Design instr_sequencer, sky130hd; sources not shown.
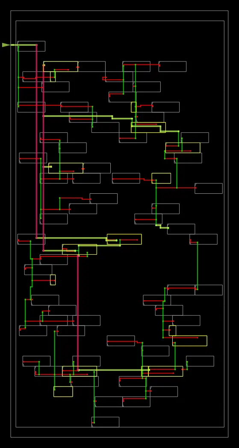
(clock wiring as the flow saved it)
CTS buffer count: 9
Late-Pin Clk Latency: 0.33 ns

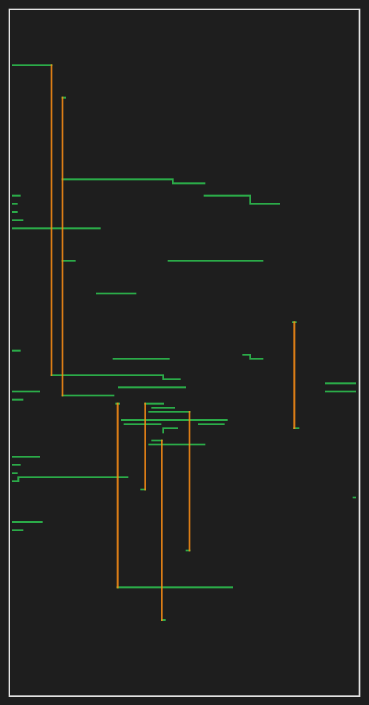
(signal wires by layer)
(6 px per µm) Two of the layers only.
- orange: M4 (wire length 217 µm)
- green: M3 (wire length 268 µm)
Routed WL per cell: 14.4 µm
final WL: 6790 µm

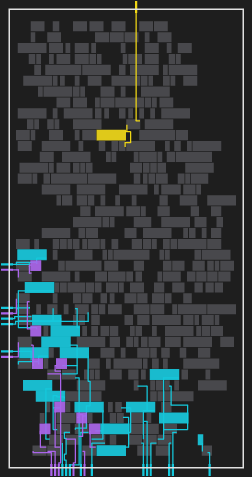
(nets reached from selected ports)
(4 px per µm)
- purple: in_data (bits 8; direction input; edge 5 south, 3 west; end cells 8; buffers 8; wire 117 µm)
- cyan: instruction (bits 16; direction output; edge 11 south, 5 west; end cells 16; buffers 16; wire 374 µm)
- yellow: out_last (bits 1; direction output; edge north; end cells 1; buffers 1; wire 36.5 µm)
Port Buffers: 63
IO Count: 65

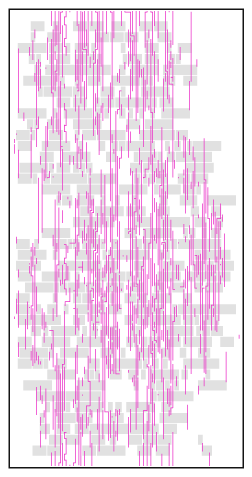
(metal 2)
(4 px per µm) Cells faint in the background.
- wire length on this layer: 3860 µm
- nets with wire on the layer: 365
- share of all routed wire: 57%
via count: 2520
met2 GRT Util: 40.8%

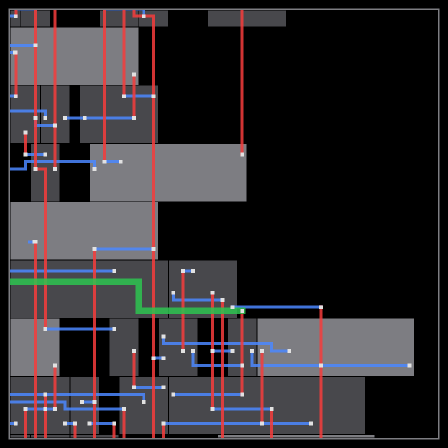
(zoomed window)
Region (34, 76) to (54, 96) µm. Cells in grey, sequential cells in the stronger grey; small squares are vias.
- red: M2
- blue: M1
- green: M3
- cells with their middle in the window: 17
- sequential cells in the window: 4
- most frequent: dfxtp_1 (4), nand2_1 (3)

==> impl_metrics.env <==
# yosys + openroad results
export IMPL_crit_fanout=8
export IMPL_relSlewSlack_pct=51.9
export IMPL_max_vdd_ir_drop_mv=0.523
export IMPL_place_area_um2=3320
export IMPL_netlist_instances=307
export IMPL_hold_buffers=0
export IMPL_slew_viol_final=0
export IMPL_gp_congestion=0.886
export IMPL_routed_wl_met2_um=3860
export IMPL_period_minus_slack_ns=2.00
export IMPL_status="completed"
export IMPL_worstMarginPinSlew_ns=0.721
export IMPL_hold_violations=0
export IMPL_rsz0062_at_grt="false"
export IMPL_top_cell_area_share_pct=45.7
export IMPL_rr_worst_depth=5
export IMPL_syn_num_nets=342
export IMPL_dp_hpwl_um=5070
export IMPL_post_route_drc_count=0
export IMPL_hold_path_class="primary input to register"
export IMPL_maxCapViolations=0
export IMPL_ff_type="dfxtp_1"
export IMPL_cts_sinks=59
export IMPL_edf_count=0
export IMPL_dieWidth_um=58.1
export IMPL_drive_gt1_share_pct=6.48
export IMPL_postCtsSetupBuffers=0
export IMPL_grt_pass1_wl_um=11300
export IMPL_fmax_mhz=500
export IMPL_antenna_found_initial=0
export IMPL_start_kind="register"
export IMPL_numSynthFlops=59
export IMPL_yosysCellCount=307
export IMPL_synth_area_um2=2580
export IMPL_die_h_um=114
export IMPL_nFillCells=577
export IMPL_antenna_left=0
export IMPL_crit_path_top_delay_cell="a222oi_1"
export IMPL_final_setup_skew_ns=0.00474
export IMPL_finish_instance_area_um2=3590
export IMPL_grtUsageTotal_pct=22.5
export IMPL_area_leaders="dfxtp_1 46%, nand2_1 7.3%, a21oi_1 6.2%, nor2_1 3.9%, ha_1 3.4%"
export IMPL_insertedDiodeCount=0
==> final cells by class <==
class                      instances  area [µm²]  share of cell area [%]
buffer                            21         101                    2.82
clock buffer                      14         264                    7.35
clock inverter                     2        10.0                   0.279
inverter                           8        30.0                   0.836
multi-input combinational        219        1270                    35.4
sequential                        59        1180                    32.9
tap                               84         105                    2.93
timing repair buffer              63         631                    17.6
==> kinds of logic (layout without fill, tap and decap cells) <==
logic type / Yosys count / in the layout / synth area share (%)
and+or+nand+nor: 119 / 119 / 21.9
xor gates and xnor gates: 7 / 7 / 2.37
other: 1 / 1 / 0.145
DFF: 59 / 59 / 45.7
buffers and inverters: 29 / 108 / 5.09
AOI/OAI and AO/OA: 85 / 85 / 21.4
adders and majority gates: 7 / 7 / 3.39
==> metal layers <==
metal	up-vias	GRT usage, %
met5	-	0
met4	0	13.5
met3	16	6.44
met2	60	40.8
met1	1198	21.5
li1	1246	-
==> cell usage in the layout (no fill, tap or decap), types with 4 or more instances in the layout <==
cell type         n
a21oi_1          32
a22oi_1          11
a31oi_1           4
and3_1            4
clkbuf_1         18
clkbuf_16         9
clkdlybuf4s50_1  63
dfxtp_1          59
ha_1              7
inv_1             8
nand2_1          50
nand3_1          10
nand4_1           4
nor2_1           27
nor3_1            4
o21ai_0           9
xor2_1            5
==> per-stage QoR <==
| stage | util (%) | hold WS, ns | instances | setup WS [ns] |
|---|---|---|---|---|
| after floorplan | - | 0.366 | 307 | 0.598 |
| after global placement | 54.8 | 0.442 | 454 | 0.133 |
| after detailed placement | 54.8 | 0.447 | 454 | 0.0861 |
| after CTS | 59.3 | 0.444 | 470 | 0.259 |
| after global routing | 59.3 | 0.470 | 470 | 0.0874 |
| final | 59.3 | 0.449 | 470 | 0.300 |
==> critical path, delay by kind of cell (launching register included) <==
family	cells	cell delay, ns
AOI/OAI and AO/OA	3	1.09
adders and majority gates	1	0.29
and+or+nand+nor	1	0.13
DFF	1	0.38
==> power breakdown <==
group / switching, mW / internal, mW
logic: 0.0601 / 0.0706
registers: 0.00871 / 1.03
clock network: 0.432 / 0.783
Power figures rest on the tool's default switching activity, not on a simulated workload.
